Design uart_tx_arbiter, sky130hd; sources not shown.
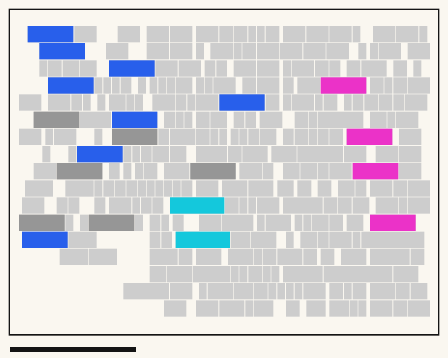
(run_1/registers.png)
Scale bar: 20 um. Other sequential cells in the stronger grey, the rest of the logic in the fainter grey.
legend:
  `TX_Data`:
    colour: blue
    placed_flops: 8
  `Req_ack`:
    colour: magenta
    placed_flops: 4
    where: middle right
  `rr_ptr`:
    colour: cyan
    placed_flops: 2
register fraction of the total cell area: 0.163
sequential cell area in the final layout: 408 um^2
P_seq: 0.584 mW

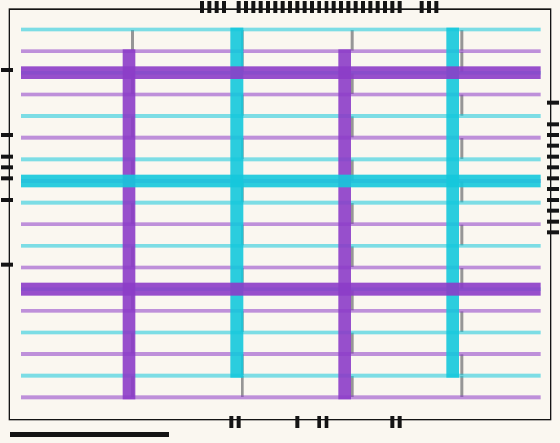
(run_1/pdn.png)
Scale bar: 20 um. Pins as bars on the die edge. Tap cells in grey.
legend:
  VDD:
    colour: cyan
  VSS:
    colour: purple
met4 straps: 4
met5 straps: 3
met1 rails: 18
signal pins: 56
height of the die: 51.4 um
peak supply drop: 0.829 mV
width of the die: 67.9 um
area of the core: 0.00302 mm^2

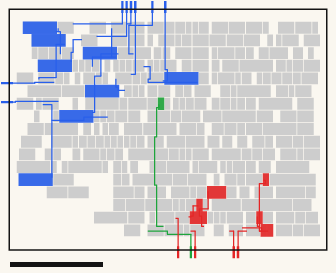
(run_1/port_nets.png)
Scale bar: 20 um.
legend:
  `TX_Data`:
    colour: blue
    direction: output
    edge: 6 top, 2 left
    end_cells: 8
    buffers: 8
    wire: 202 um
  `can_send`:
    colour: green
    direction: input
    edge: bottom
    end_cells: 1
    buffers: 1
    wire: 41.7 um
  `Req_valid`:
    colour: red
    direction: input
    edge: bottom
    end_cells: 8
    buffers: 4
    wire: 58.0 um
number of placed I/O pins: 56
# port buffers: 55

==> results.txt, run 1 <==
Run status: finished, violations left
Violated checks: setup timing
Synth Area in Adders: 0.0536
Max-area cell share: 0.286
Simple share: 0.455
Synth Net Count: 271
Post-synthesis share of cell area spent on and-or and or-and gates: 0.0858
Wirelength per Cell: 17.9 um
Number of clock buffers in the layout: 3
Clock tree from TritonCTS: done
Total Routed Length: 6030 um
Pint: 1.50 mW
Number of buffers created by CTS: 3
OpenROAD warnings: 32
Slowest stage cell on the critical path: sky130_fd_sc_hd__dfxtp_4
Share of total power in the clock network: 0.153
Total count of hold-check failures in the final report: 0
Post-place setup slack: -0.382 ns
Sequential Power Share: 0.214
Period Utilization, post-route: 1.03
Count of cell instances traversed by the critical path: 15
Remaining antenna violation count after routing: 0
Hold-fix buffers, CTS: 0
Comb gates: 173
Post-synthesis register bit count: 20
Multi-input logic area: 0.00111 mm^2
Most Crowded Layer GR: met2
PnR worst setup slack: -0.0594 ns
Most area-hungry cell class in the final design: multi-input combinational cells
Worst endpoint required time: 2.16 ns
Floorplan utilization: 0.464
Shortest clock period the worst path allows after layout: 2.06 ns
Well-Tap Cells: 38
Final Max Tran Viols: 0
Leading cell types by total area after synthesis: sky130_fd_sc_hd__dfxtp_1 (29%), sky130_fd_sc_hd__nand2_1 (23%), sky130_fd_sc_hd__nand3_1 (7.5%), sky130_fd_sc_hd__ha_1 (5.4%), sky130_fd_sc_hd__inv_1 (5.4%)
Final standard cell count with taps included and fillers excluded: 336
Number of flip-flops in the largest register: 8
DIE AREA: 0.00349 mm^2
Family of cells with the greatest summed delay on the critical path: simple AND/OR/NAND/NOR gates
Fill cell instance count of the final layout: 161
Cell count after synthesis: 225
Comb pwr share: 0.633
Main logic family after synthesis: simple AND/OR/NAND/NOR gates
M1 GR Usage: 0.370
Ranking of synthesized cells by instance count: sky130_fd_sc_hd__nand2_1 (86), sky130_fd_sc_hd__nand3_1 (21), sky130_fd_sc_hd__dfxtp_1 (20), sky130_fd_sc_hd__inv_1 (20), sky130_fd_sc_hd__nor2_1 (16)
RSZ-0062 raised after global routing: yes
Number of ordinary and repair buffers in the finished layout: 75
Synthesis warning total: 0
Post-synth top flop: sky130_fd_sc_hd__dfxtp_1
First-pass GRT wire length: 7320 um
Leakage power: 1.15 nW
Most common cell on crit path: sky130_fd_sc_hd__nand2_4
Slew @ Worst Pin: 0.347 ns
Relative slew slack: 0.769
Synth-to-Final Area Change: 79.0%
Final setup viols: 8
Buf+Inv Stages, Crit Path: 3
Proportion of synthesized flip-flops having asynchronous set or reset: 0
Hold Crit Depth: 2
Sum of internal, switching and leakage power: 2.72 mW
Kind of critical path: reg -> reg
Summed instance area of the synthesized netlist: 0.00140 mm^2
Post-Synth XOR/XNOR Area: 0
CP max FO: 6
Type of the tightest min-delay check: reg -> reg
Count of instantiated cells in the yosys netlist: 225
Post-route setup TNS: -0.408 ns
Clock-cell share: 0.0285
DR DRC count: 0
Maximum number of pins on one net before global-route repair: 16
Largest stage delay on the critical path: 0.41 ns
CTS max path bufs: 2
Topmost layer with routed signal wires: met4
Number of inserted diodes: 0
DR pass1 iterations: 5
## run 1: power by group through the flow
stage	logic [mW]	clock network [mW]	registers, mW
final	1.72	0.416	0.584
after global routing	1.84	0.424	0.594
after CTS	1.41	0.409	0.580
after floorplan	0.708	0	0.670
after detailed placement	1.31	0	0.583
after global placement	1.28	0	0.578
## run 1: cell usage in the layout (no fill, tap or decap), types with 2 or more instances in the layout
cell,instances
sky130_fd_sc_hd__nor3_1,5
sky130_fd_sc_hd__buf_4,15
sky130_fd_sc_hd__nor2_2,4
sky130_fd_sc_hd__dfxtp_1,18
sky130_fd_sc_hd__nand2_2,31
sky130_fd_sc_hd__o21a_1,4
sky130_fd_sc_hd__nand3_4,3
sky130_fd_sc_hd__nand2_4,13
sky130_fd_sc_hd__inv_2,8
sky130_fd_sc_hd__nand3_1,12
sky130_fd_sc_hd__buf_6,2
sky130_fd_sc_hd__nand4_1,5
sky130_fd_sc_hd__a21oi_1,6
sky130_fd_sc_hd__nand3_2,10
sky130_fd_sc_hd__dlygate4sd2_1,4
sky130_fd_sc_hd__nor2_4,3
sky130_fd_sc_hd__clkbuf_8,3
sky130_fd_sc_hd__nor2_1,11
sky130_fd_sc_hd__buf_12,2
sky130_fd_sc_hd__nand2_1,45
sky130_fd_sc_hd__inv_1,15
sky130_fd_sc_hd__clkdlybuf4s50_1,51
sky130_fd_sc_hd__dfxtp_4,2
sky130_fd_sc_hd__ha_1,6
sky130_fd_sc_hd__o21ai_0,12
## run 1: cells by family after synthesis
logic type | after synthesis
simple gates | 144
flops | 20
fa+ha+maj | 6
mux | 1
compound gates | 22
buf+inv | 32
## run 1: repair_timing
action | CTS | global route
setup endpoints to repair | 16 | 17
pin swaps | 21 | 20
resized | 40 | 54
hold endpoints to repair | 0 | 0
gates cloned | 1 | 1
buffers inserted | 1 | 2
--- run 2 (diff from run 1) ---
Settings changed: CORE_MARGIN set to 3, CORE_UTILIZATION 43 to 55, DONT_BUFFER_PORTS set to 1, PLACE_DENSITY 0.91 to 0.7.
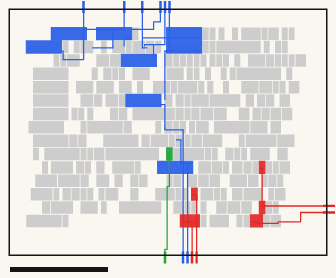
(run_2/port_nets.png)
Scale bar: 20 um.
legend:
  `TX_Data`:
    colour: blue
    direction: output
    edge: 6 top, 2 bottom
    end_cells: 8
    buffers: 0
    wire: 169 um
  `can_send`:
    colour: green
    direction: input
    edge: bottom
    end_cells: 1
    buffers: 0
    wire: 21.6 um
  `Req_valid`:
    colour: red
    direction: input
    edge: 2 bottom, 2 right
    end_cells: 8
    buffers: 0
    wire: 59.9 um
# port buffers: 0

==> results.txt, run 2 <==
Leakage power: 0.878 nW (was 1.15 nW)
Nets: 286 (was 345)
First-pass GRT wire length: 5510 um (was 7320 um)
Count of instantiated cells in the yosys netlist: 225 (unchanged)
Hold-fix buffers, CTS: 0 (unchanged)
Maximum clock skew at final layout: 0.00471 ns (was 0.0116 ns)
Aggregate global routing overflow: 0 (unchanged)
DR pass1 iterations: 4 (was 5)
Maximum number of pins on one net before global-route repair: 19 (was 16)
Area of the core: 0.00236 mm^2 (was 0.00302 mm^2)
Comb pwr share: 0.531 (was 0.633)
Cell count after synthesis: 225 (unchanged)
Critical path cell sequence: buf_6, nand2_2, nand2_2, nand2_1, nand2_2, nand2_2, nand2_2, nand2_2, nand2_2, nor2_4, clkbuf_16, nand2_2, nand2_2, nand2_1, nand3_1, nand2_1, inv_1 (was buf_12, inv_6, nand2_1, nand2_2, nand2_4, nand2_4, nor2_4, nand3_4, nand2_4, nor2_4, buf_4, nand3_1, nand3_1, nor2_1, nor2_1)
OpenROAD warnings: 32 (unchanged)
DR DRC count: 0 (unchanged)
Clock root buffer master: sky130_fd_sc_hd__clkbuf_4 (was sky130_fd_sc_hd__clkbuf_8)
CP max FO: 6 (unchanged)
Clock input transition at the sequential cells of the worst setup and hold paths: 0.11 ns (was 0.09 ns)
Pint: 1.19 mW (was 1.50 mW)
Floorplan utilization: 0.592 (was 0.464)
Post-synthesis register bit count: 20 (unchanged)
Number of DRC markers in iteration 0: 88 (was 255)
Ranking of synthesized cells by instance count: sky130_fd_sc_hd__nand2_1 (86), sky130_fd_sc_hd__nand3_1 (21), sky130_fd_sc_hd__dfxtp_1 (20), sky130_fd_sc_hd__inv_1 (20), sky130_fd_sc_hd__nor2_1 (16) (unchanged)
Synthesis warning total: 0 (unchanged)
Worst endpoint required time: 2.26 ns (was 2.16 ns)
Post-synth top flop: sky130_fd_sc_hd__dfxtp_1 (unchanged)
Slew @ Worst Pin: 0.377 ns (was 0.347 ns)
Slowest stage cell on the critical path: sky130_fd_sc_hd__dfxtp_4 (unchanged)
Final standard cell count with taps included and fillers excluded: 273 (was 336)
Final Max Tran Viols: 0 (unchanged)
Post-place setup slack: -0.0366 ns (was -0.382 ns)
Sequential cell area in the final layout: 408 um^2 (unchanged)
DIE AREA: 0.00319 mm^2 (was 0.00349 mm^2)
Register area share after synthesis: 0.286 (unchanged)
Net switching fraction of the power: 0.452 (was 0.450)
Total via count in the routed design: 1499 (was 1971)
Shortest clock period the worst path allows after layout: 1.90 ns (was 2.06 ns)
Layout cells sized above 1: 0.280 (was 0.346)
Leading cell types by total area after synthesis: sky130_fd_sc_hd__dfxtp_1 (29%), sky130_fd_sc_hd__nand2_1 (23%), sky130_fd_sc_hd__nand3_1 (7.5%), sky130_fd_sc_hd__ha_1 (5.4%), sky130_fd_sc_hd__inv_1 (5.4%) (unchanged)
Site row count: 15 (was 17)
PnR worst setup slack: 0.0952 ns (was -0.0594 ns)
Kind of critical path: reg -> reg (unchanged)
Relative slew slack: 0.749 (was 0.769)
Synth Net Count: 271 (unchanged)
Fill cell instance count of the final layout: 212 (was 161)
Number of placed I/O pins: 56 (unchanged)
Max_cap viols: 0 (unchanged)
Hold Crit Depth: 1 (was 2)
Multi-input logic area: 985 um^2 (was 0.00111 mm^2)
Height of the die: 49.7 um (was 51.4 um)
RSZ-0062 raised after global routing: yes (unchanged)
Run status: complete, no violations (was finished, violations left)
Number of buffers created by CTS: 3 (unchanged)
Power per unit of standard cell area: 1240 mW/mm^2 (was 1090 mW/mm^2)
Proportion of synthesized flip-flops having asynchronous set or reset: 0 (unchanged)
Total count of hold-check failures in the final report: 0 (unchanged)
Arrival time of the worst setup path: 2.16 ns (was 2.22 ns)
Peak supply drop: 0.737 mV (was 0.829 mV)
Max-area cell share: 0.286 (unchanged)
Summed instance area of the synthesized netlist: 0.00140 mm^2 (unchanged)
Top Layout Cells: sky130_fd_sc_hd__nand2_1 (70), sky130_fd_sc_hd__dfxtp_1 (18), sky130_fd_sc_hd__inv_1 (18), sky130_fd_sc_hd__nand2_2 (18) (was sky130_fd_sc_hd__clkdlybuf4s50_1 (51), sky130_fd_sc_hd__nand2_1 (45), sky130_fd_sc_hd__nand2_2 (31), sky130_fd_sc_hd__dfxtp_1 (18))
Remaining antenna violation count after routing: 0 (unchanged)
Final setup viols: 0 (was 8)
CTS max path bufs: 2 (unchanged)
Most frequently placed logic cell in the final layout: sky130_fd_sc_hd__nand2_1 (was sky130_fd_sc_hd__clkdlybuf4s50_1)
Number of flip-flops in the largest register: 8 (unchanged)
Width of the die: 64.3 um (was 67.9 um)
Clock Latency Late Sink: 0.30 ns (was 0.27 ns)
Period Utilization, post-route: 0.952 (was 1.03)
Sequential Power Share: 0.318 (was 0.214)
Share of total power in the clock network: 0.151 (was 0.153)
Clock tree from TritonCTS: done (unchanged)
Most common cell on crit path: sky130_fd_sc_hd__nand2_2 (was sky130_fd_sc_hd__nand2_4)
Total Routed Length: 3950 um (was 6030 um)
Synth-to-Final Area Change: 25.5% (was 79.0%)
Wirelength per Cell: 14.5 um (was 17.9 um)
Largest stage delay on the critical path: 0.40 ns (was 0.41 ns)
Type of the tightest min-delay check: in -> reg (was reg -> reg)
Number of inserted diodes: 0 (unchanged)
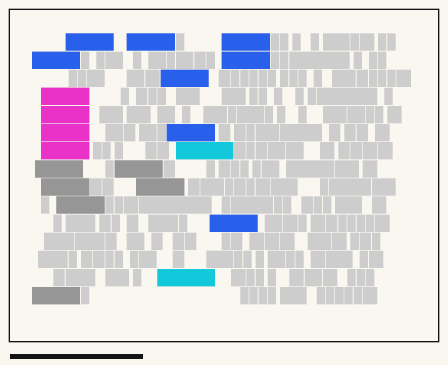
(run_2/registers.png)
Scale bar: 20 um. Other sequential cells in the stronger grey, the rest of the logic in the fainter grey.
legend:
  `TX_Data`:
    colour: blue
    placed_flops: 8
  `rr_ptr`:
    colour: cyan
    placed_flops: 2
  `Req_ack`:
    colour: magenta
    placed_flops: 4
register fraction of the total cell area: 0.232
P_seq: 0.690 mW
Core Util, Final: 0.743

[run 2: layout make-up]
class                   instances  share of cell area
clock inverters                 1              0.0171
flip-flops and latches         20               0.232
clock buffers                   3              0.0128
multi-input cells             175               0.561
inverters                      25              0.0577
well taps                      34              0.0242
repair buffers                 15              0.0954
[run 2: routing by layer]
layer	routed length, um	GRT usage	vias up
li1	-	-	753
met1	1770	0.304	675
met2	1780	0.313	65
met3	349	0.0501	6
met4	55	0.0912	0
met5	0	0	-
[run 2: critical path, delay by kind of cell (launching register included)]
kind / cells / cell delay, ns
buf+inv: 3 / 0.38
simple gates: 14 / 1.09
flops: 1 / 0.40
[run 2: repair_timing]
item | CTS | global route
resized | 4 | 39
endpoints found under the setup margin | 15 | 17
hold endpoints to repair | 0 | 0
buffers inserted | 2 | 6
cloned | 0 | 5
pin swaps | 1 | 26
[run 2: cell families after synthesis]
logic type / count (synthesis) / synth area share
mux: 1 / 0.00715
compound gates: 22 / 0.0858
simple gates: 144 / 0.455
buf+inv: 32 / 0.113
fa+ha+maj: 6 / 0.0536
flops: 20 / 0.286
[run 2: stage by stage]
step	TNS [ns]	cell area, um^2	power, mW	hold WS [ns]
floorplan	0	1400	1.38	0.507
global placement	0	1410	1.49	0.540
detailed placement	-0.128	1410	1.52	0.553
CTS	0	1510	1.90	0.247
global route	-0.156	1760	2.34	0.237
finish	0	1760	2.17	0.250
[run 2: power by group through the flow]
stage,Combinational (mW),Clock [mW],Sequential [mW]
floorplan,0.708,0,0.670
global placement,0.794,0,0.699
detailed placement,0.817,0,0.701
CTS,0.880,0.332,0.692
global route,1.28,0.353,0.704
finish,1.15,0.328,0.690
Power is estimated from default activity; no workload was simulated.
